File: src/rtl/dbg_pkg.sv
// rtl/dbg_pkg.sv - shared constants for the debug probe: source selects, glyph table, default timing
package dbg_pkg;

  localparam int DEF_REFRESH_DIV  = 100000;
  localparam int DEF_DEBOUNCE_CNT = 1000000;

  typedef enum logic [2:0] {
    SEL_PC    = 3'd0,
    SEL_INST  = 3'd1,
    SEL_RF    = 3'd2,
    SEL_MEM   = 3'd3,
    SEL_COP0  = 3'd4,
    SEL_HI    = 3'd5,
    SEL_LO    = 3'd6,
    SEL_BLANK = 3'd7
  } sel_e;

  // Active-low {g,f,e,d,c,b,a}; entry [n] is the glyph for hex digit n
  localparam logic [15:0][6:0] GLYPH_TABLE = {
    7'h0E, 7'h06, 7'h21, 7'h46, 7'h03, 7'h08, 7'h10, 7'h00,
    7'h78, 7'h02, 7'h12, 7'h19, 7'h30, 7'h24, 7'h79, 7'h40
  };

endpackage

File: src/rtl/dbg_btn.sv
// rtl/dbg_btn.sv - button conditioner: 2-flop synchronizer, optional debounce
// (DBG_PROBE_DEBOUNCE_EN), rising-edge detect producing one pulse per press
module dbg_btn
  import dbg_pkg::*;
#(
  parameter int DEBOUNCE_CNT = DEF_DEBOUNCE_CNT
) (
  input  logic clk,
  input  logic rst,
  input  logic btn,
  output logic pulse
);

  if (DEBOUNCE_CNT < 1) begin : g_bad_debounce_cnt
    $error("dbg_btn: DEBOUNCE_CNT must be at least 1");
  end

  logic sync1_q, sync1_d;
  logic sync2_q, sync2_d;
  logic vld1_q, vld1_d;
  logic vld2_q, vld2_d;
  logic prev_q, prev_d;
  logic armed_q, armed_d;
  logic level;
  logic level_ok;

`ifdef DBG_PROBE_DEBOUNCE_EN
  localparam int CW = (DEBOUNCE_CNT > 1) ? $clog2(DEBOUNCE_CNT) : 1;

  logic [CW-1:0] cnt_q, cnt_d;
  logic          stab_q, stab_d;

  always_comb begin
    cnt_d  = '0;
    stab_d = stab_q;
    if (sync2_q != stab_q) begin
      if (cnt_q == CW'(DEBOUNCE_CNT - 1)) begin
        stab_d = sync2_q;
      end else begin
        cnt_d = cnt_q + 1'b1;
      end
    end
  end

  always_ff @(posedge clk) begin
    if (rst) begin
      cnt_q  <= '0;
      stab_q <= 1'b0;
    end else begin
      cnt_q  <= cnt_d;
      stab_q <= stab_d;
    end
  end

  assign level = stab_q;
`else
  assign level = sync2_q;
`endif

  // A zero level only counts as a real release once the synchronizer holds
  // post-reset samples and the filtered level agrees with them; until then a
  // button held through reset cannot arm the edge detector.
  assign level_ok = vld2_q & (sync2_q == level);

  always_comb begin
    sync1_d = btn;
    sync2_d = sync1_q;
    vld1_d  = 1'b1;
    vld2_d  = vld1_q;
    prev_d  = level;
    armed_d = armed_q | (level_ok & ~level);
  end

  always_ff @(posedge clk) begin
    if (rst) begin
      sync1_q <= 1'b0;
      sync2_q <= 1'b0;
      vld1_q  <= 1'b0;
      vld2_q  <= 1'b0;
      prev_q  <= 1'b0;
      armed_q <= 1'b0;
    end else begin
      sync1_q <= sync1_d;
      sync2_q <= sync2_d;
      vld1_q  <= vld1_d;
      vld2_q  <= vld2_d;
      prev_q  <= prev_d;
      armed_q <= armed_d;
    end
  end

  assign pulse = armed_q & level & ~prev_q;

endmodule

File: src/rtl/dbg_probe.sv
// rtl/dbg_probe.sv - CPU debug probe: button-stepped index, probe addresses, captured value on
// an 8-digit multiplexed seven-segment display; button debounce enabled by DBG_PROBE_DEBOUNCE_EN
module dbg_probe
  import dbg_pkg::*;
#(
  parameter int REFRESH_DIV  = DEF_REFRESH_DIV,
  parameter int DEBOUNCE_CNT = DEF_DEBOUNCE_CNT
) (
  input  logic        clk,
  input  logic        rst,
  input  logic [2:0]  sel,
  input  logic        btn_up,
  input  logic        btn_dn,
  input  logic        freeze,
  output logic [4:0]  rf_addr,
  output logic [31:0] mem_addr,
  output logic [4:0]  cop_addr,
  input  logic [31:0] rf_data,
  input  logic [31:0] mem_data,
  input  logic [31:0] cpu_pc,
  input  logic [31:0] cpu_inst,
  input  logic [31:0] cop_data,
  input  logic [31:0] hi_data,
  input  logic [31:0] lo_data,
  output logic [7:0]  an,
  output logic [7:0]  seg
);

  localparam int RW = (REFRESH_DIV > 1) ? $clog2(REFRESH_DIV) : 1;

  logic          up_pulse;
  logic          dn_pulse;
  logic [2:0]    sel_q, sel_d;
  logic [4:0]    idx_q, idx_d;
  logic [31:0]   disp_q, disp_d;
  logic [RW-1:0] ref_q, ref_d;
  logic [2:0]    dig_q, dig_d;
  logic [7:0]    an_q, an_d;
  logic [7:0]    seg_q, seg_d;
  logic [31:0]   src;
  logic [3:0]    nib;

  dbg_btn #(.DEBOUNCE_CNT(DEBOUNCE_CNT)) u_btn_up (
    .clk   (clk),
    .rst   (rst),
    .btn   (btn_up),
    .pulse (up_pulse)
  );

  dbg_btn #(.DEBOUNCE_CNT(DEBOUNCE_CNT)) u_btn_dn (
    .clk   (clk),
    .rst   (rst),
    .btn   (btn_dn),
    .pulse (dn_pulse)
  );

  // Source change resets the index so each view starts at entry 0
  always_comb begin
    sel_d = sel;
    idx_d = idx_q;
    if (sel != sel_q) begin
      idx_d = '0;
    end else if (up_pulse && !dn_pulse) begin
      idx_d = idx_q + 5'd1;
    end else if (dn_pulse && !up_pulse) begin
      idx_d = idx_q - 5'd1;
    end
  end

  always_comb begin
    case (sel_e'(sel))
      SEL_PC:    src = cpu_pc;
      SEL_INST:  src = cpu_inst;
      SEL_RF:    src = rf_data;
      SEL_MEM:   src = mem_data;
      SEL_COP0:  src = cop_data;
      SEL_HI:    src = hi_data;
      SEL_LO:    src = lo_data;
      default:   src = '0;
    endcase
    disp_d = freeze ? disp_q : src;
  end

  always_comb begin
    ref_d = ref_q + 1'b1;
    dig_d = dig_q;
    if (ref_q == RW'(REFRESH_DIV - 1)) begin
      ref_d = '0;
      dig_d = dig_q + 3'd1;
    end
  end

  always_comb begin
    nib   = disp_q[{dig_q, 2'b00} +: 4];
    an_d  = ~(8'b1 << dig_q);
    seg_d = {~(freeze && (dig_q == 3'd7)), GLYPH_TABLE[nib]};
  end

  always_ff @(posedge clk) begin
    if (rst) begin
      sel_q  <= '0;
      idx_q  <= '0;
      disp_q <= '0;
      ref_q  <= '0;
      dig_q  <= '0;
      an_q   <= 8'hFF;
      seg_q  <= 8'hFF;
    end else begin
      sel_q  <= sel_d;
      idx_q  <= idx_d;
      disp_q <= disp_d;
      ref_q  <= ref_d;
      dig_q  <= dig_d;
      an_q   <= an_d;
      seg_q  <= seg_d;
    end
  end

  assign rf_addr  = idx_q;
  assign cop_addr = idx_q;
  assign mem_addr = {25'b0, idx_q, 2'b00};
  assign an       = an_q;
  assign seg      = seg_q;

endmodule

File: config.mk
export PLATFORM = sky130hd
export DESIGN_NAME = dbg_probe
export DESIGN_NICKNAME = d
export VERILOG_FILES = /design/src/rtl/dbg_pkg.sv /design/src/rtl/dbg_btn.sv /design/src/rtl/dbg_probe.sv
export SDC_FILE = /design/constraint.sdc
export NUM_CORES = 1
export LEC_CHECK = 0
export ABC_AREA = 1
export CAP_MARGIN = 20
export CELL_PAD_IN_SITES_DETAIL_PLACEMENT = 1
export CELL_PAD_IN_SITES_GLOBAL_PLACEMENT = 1
export CORE_MARGIN = 10
export CORE_UTILIZATION = 30
export DETAILED_ROUTE_END_ITERATION = 8
export MAX_ROUTING_LAYER = met4
export PLACE_DENSITY = 0.92
export SETUP_SLACK_MARGIN = 0.15
export SYNTH_ARGS = -nofsm -noshare
export SYNTH_HDL_FRONTEND = slang
export SYNTH_SLANG_ARGS = --single-unit
File: constraint.sdc
create_clock -name clk -period 4.98 [get_ports clk]
set_clock_uncertainty 0.1 [all_clocks]
set_input_delay 0.498 -clock clk [delete_from_list [all_inputs] [get_ports clk]]
set_output_delay 0.498 -clock clk [all_outputs]
set_load 0.03 [all_outputs]
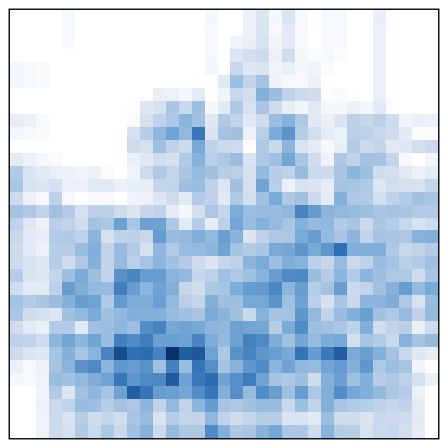
Figure 1: run 1, routed metal per tile.
33 x 33 tiles, from white (low) to dark blue (high), scaled to the fullest tile. Values are wire area over tile area, all layers added.
19% of the tiles are nearly empty. The emptiest ninth of the die: upper left. The mean over all tiles is 0.17. The densest ninth of the die: bottom center. 12% of the tiles are over half the peak. The fullest tile reaches 0.65.

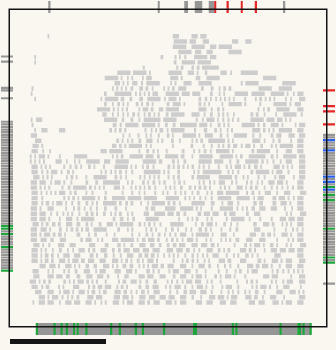
Figure 2: run 1, pin map.
The bar under the picture is 50 um long. Pins as bars across the die edge, other pins in gray.
seg: marked red, pins 8, direction output, edge 4 right, 4 top. cop_data: marked green, pins 32, direction input, edge 21 bottom, 6 right, 5 left. cop_addr: marked blue, pins 5, direction output, edge right.

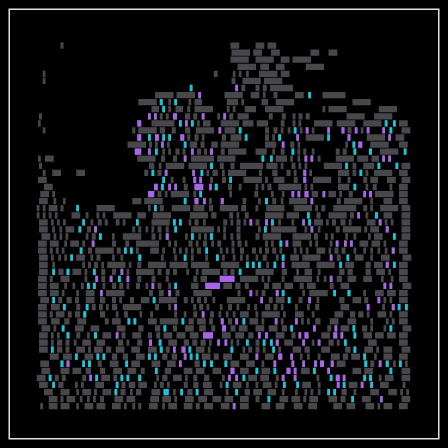
Figure 3: run 1, gate-type map.
inverters: marked cyan, cells 166, most used inv_1. NOR gates: marked purple, cells 146, most used nor2_1.

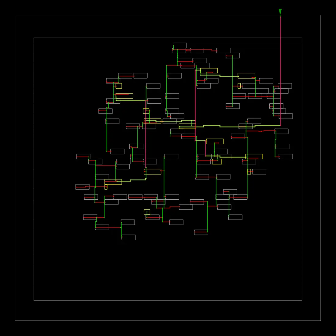
Figure 4: run 1, clock wiring as the flow saved it.
clk ins delay skew pair: 0.34 ns
cts bufs inserted: 9
clock buffers: 12

==> results.toml, run 1 <==
# yosys + openroad results
[yosys]
synth_top_area_share_pct = 27.43
yosysWarnings = 0
yosysMostFrequentCell = "nand2_1"
synth_chip_area_um2 = 6277

[grt]
first_global_vias = 8003
grt_max_degree = 54
antenna_found_initial = 4

[cells_and_area]
bufAreaShareNonClock_pct = 29.29
diodes = 4
largest_reg_flops = 32

[floorplan]
die_h_um = 164.7
chipArea_um2 = 27110
row_count = 52

[clocking]
root_buffer = "clkbuf_16"
hold_buffers = 0
h-tree-depth = 3
cts_sinks = 86
cts_setup_buffers = 0

[placed_design]
dp_slack_ns = 1.451

[pwr]
p_comb_share_pct = 26.4
switchingPower_mw = 0.5534
power_leader = "registers"
power-per-cell-area_nw_per_um2 = 204.7
pg_seq_mw = 0.736

[run]
maxCapViolations = 0

[sta]
clock.fmax_mhz = 315.9

[min_path]
holdPathEnd = "u_btn_dn.vld2_q$_SDFF_PP0_"

[worst_setup_path]
critPathMaxStageDelay_ns = 0.89

[detailed_routing]
drtIter0Drc = 427
drc = 0

[status]
status = "complete, no violations"
==> run 1: how the worst max path moves through the flow <==
| stage | start | end | slack (ns) |
|---|---|---|---|
| final | sel[2] | disp_q[24]$_SDFFE_PP0N_ | 1.81 |
| after global routing | sel[2] | disp_q[22]$_SDFFE_PP0N_ | 1.57 |
| after CTS | sel[2] | disp_q[24]$_SDFFE_PP0N_ | 1.80 |
| after detailed placement | sel[2] | disp_q[24]$_SDFFE_PP0N_ | 1.45 |
| after global placement | sel[2] | disp_q[19]$_SDFFE_PP0N_ | 1.59 |
| after floorplan | dig_q[1]$_SDFFE_PP0N_ | seg[3]$_SDFF_PP1_ | 2.99 |
==> run 1: per-layer routing <==
| layer | part of all wire [%] | vias up | global-route usage [%] |
|---|---|---|---|
| met2 | 51 | 240 | 37.80 |
| met5 | 0 | - | - |
| met1 | 40 | 3577 | 23.95 |
| met4 | 3.0 | 0 | 7.770 |
| met3 | 5.5 | 54 | 3.834 |
| li1 | - | 3687 | - |
==> run 1: per-stage QoR <==
step	hold WS (ns)	cells	power [mW]	area, um2
after floorplan	0.2883	1092	0.9898	6375
after global placement	0.2899	1541	1.228	8808
after detailed placement	0.3015	1541	1.238	8808
after CTS	0.3123	1557	1.880	9086
after global routing	0.3314	1562	1.963	9124
final	0.3054	1562	1.868	9124
==> run 1: kinds of logic (layout without fill, tap and decap cells) <==
family | Yosys count | in the layout | synth area share [%]
and+or+nand+nor | 600 | 600 | 41.08
buffers and inverters | 254 | 450 | 18.72
AOI/OAI and AO/OA | 100 | 100 | 8.033
DFF | 86 | 86 | 27.43
adders and majority gates | 18 | 18 | 3.707
xor gates and xnor gates | 7 | 7 | 0.9767
other | 1 | 31 | 0.05974
Figure 5. Layout detail (run 1).
The bar under the picture is 5 um long. Window x 72 to 92, y 105 to 125 um. Cells in gray, sequential cells in the stronger gray; small squares are vias.
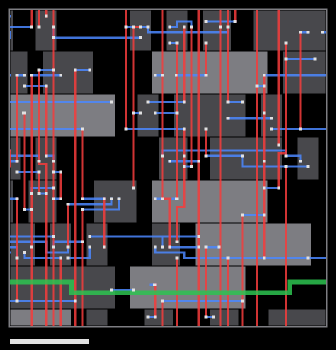

==> run 2: changes to the inputs <==
CORE_UTILIZATION = 27   (was 30)
PLACE_DENSITY = 0.85   (was 0.92)
clock period = 3 ns   (was 4.98 ns; I/O delays follow)
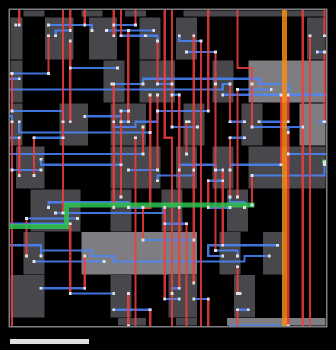
Figure 6: run 2, layout detail.
The bar under the picture is 5 um long. Window x 76 to 96, y 111 to 131 um. Cells in gray, sequential cells in the stronger gray; small squares are vias.
met2: marked red. met1: marked blue. met4: marked orange. met3: marked green.
Sequential cells in the window: 2. Most frequent: nand2_1 (7), inv_1 (6), nor2_1 (6). 31 logic cells have their middle in the window. Netlist names of flops here include ref_q (2).

==> results.toml, run 2 <==
# yosys + openroad results
[status]
status = "complete, no violations"

[yosys]
synth_top_area_share_pct = 27.43
yosysWarnings = 0
edf_count = 0
yosysMostFrequentCell = "nand2_1"
synth_chip_area_um2 = 6277

[detailed_routing]
drtIter0Drc = 407
drt-pass1-iter-count = 4
drc = 0

[placed_design]
gp_congestion = 0.8875
placed_cell_area_um2 = 8952
dp_cells = 1596

[clocking]
numCtsBuffers = 9
cts_setup_buffers = 0
h-tree-depth = 3
hold_buffers = 0
root_buffer = "clkbuf_16"

[sta]
fin_hold_ws_ns = 0.2281
clock.fmax_mhz = 403.0

[cells_and_area]
final_area_um2 = 9310
largest_reg_flops = 32
final_cells = 1614

[run]
maxCapViolations = 0

[floorplan]
row_count = 55
die_h_um = 172.5

[grt]
grt_max_degree = 51
first_global_vias = 7807
grt_pass1_wl_um = 42760
antenna_found_initial = 2

[pwr]
power-per-cell-area_nw_per_um2 = 361.4

[worst_setup_path]
crit_end = "seg[5]$_SDFF_PP1_"
r2r-start = "dig_q[0]$_SDFFE_PP0N_"
worstSetupStartpoint = "dig_q[0]$_SDFFE_PP0N_"

[min_path]
holdPathEnd = "u_btn_dn.vld1_q$_DFF_P_"
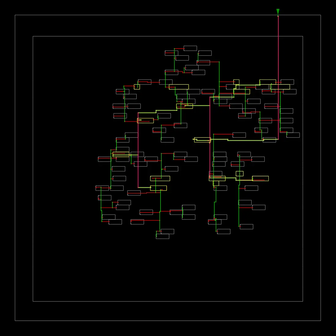
Figure 7: run 2, clock wiring as the flow saved it.
total clock sinks: 86
P_clk: 1.32 mW
clk ins delay skew pair: 0.35 ns
clock buffers: 9

[run 2: per-layer routing]
layer	track usage, %	share of wire [%]	wire (um)	vias up
met3	3.557	5.7	1610	38
met1	21.85	43	11970	3411
met5	-	0	0	-
met2	32.96	49	13750	228
met4	5.547	2.4	673	0
li1	-	-	-	3714
[run 2: cells by family (layout without fill, tap and decap cells)]
family,count (synthesis),count (layout),synth area share (%)
simple gates,600,600,41.08
other cells,1,29,0.05974
xor+xnor,7,7,0.9767
fa+ha+maj,18,18,3.707
compound gates,100,100,8.033
flops,86,86,27.43
buf+inv,254,461,18.72
[run 2: critical path, cell delays in order, from the launching register on]
cell and delay [ns]:
dfxtp_1 0.69, inv_2 0.28, nand2_1 0.13, nand2_1 0.06
nand2_1 0.06, nand3_1 0.08, nand2_1 0.22, inv_1 0.12
ha_1 0.26, nand3_1 0.11, nor2_1 0.05, nor2_1 0.12
nand2_1 0.07
[run 2: power by group]
part / internal, mW / switching [mW]
combinational: 0.403 / 0.418
sequential: 1.19 / 0.0290
clock: 0.827 / 0.495
[run 2: stage by stage]
step           worst slack [ns]  total power, mW  utilization [%]
4_1_cts                  0.5256            3.400            40.85
2_1_floorplan             1.014            1.643                -
5_1_grt                  0.2596            3.533            40.87
3_5_place_dp             0.4213            2.064            39.30
6_report                 0.5185            3.365            40.87
3_3_place_gp             0.4700            2.049            39.30
[run 2: cell type report]
class / count / area [um2]
clock buffer: 9 / 225.2
tap: 313 / 391.6
inverter: 166 / 625.6
fill: 3010 / 13470
clock inverter: 7 / 127.6
sequential: 86 / 1722
antenna: 2 / 5.005
timing repair buffer: 279 / 2735
multi-input combinational: 752 / 3478
No activity file was given, so power comes from the tool's default toggle rates.
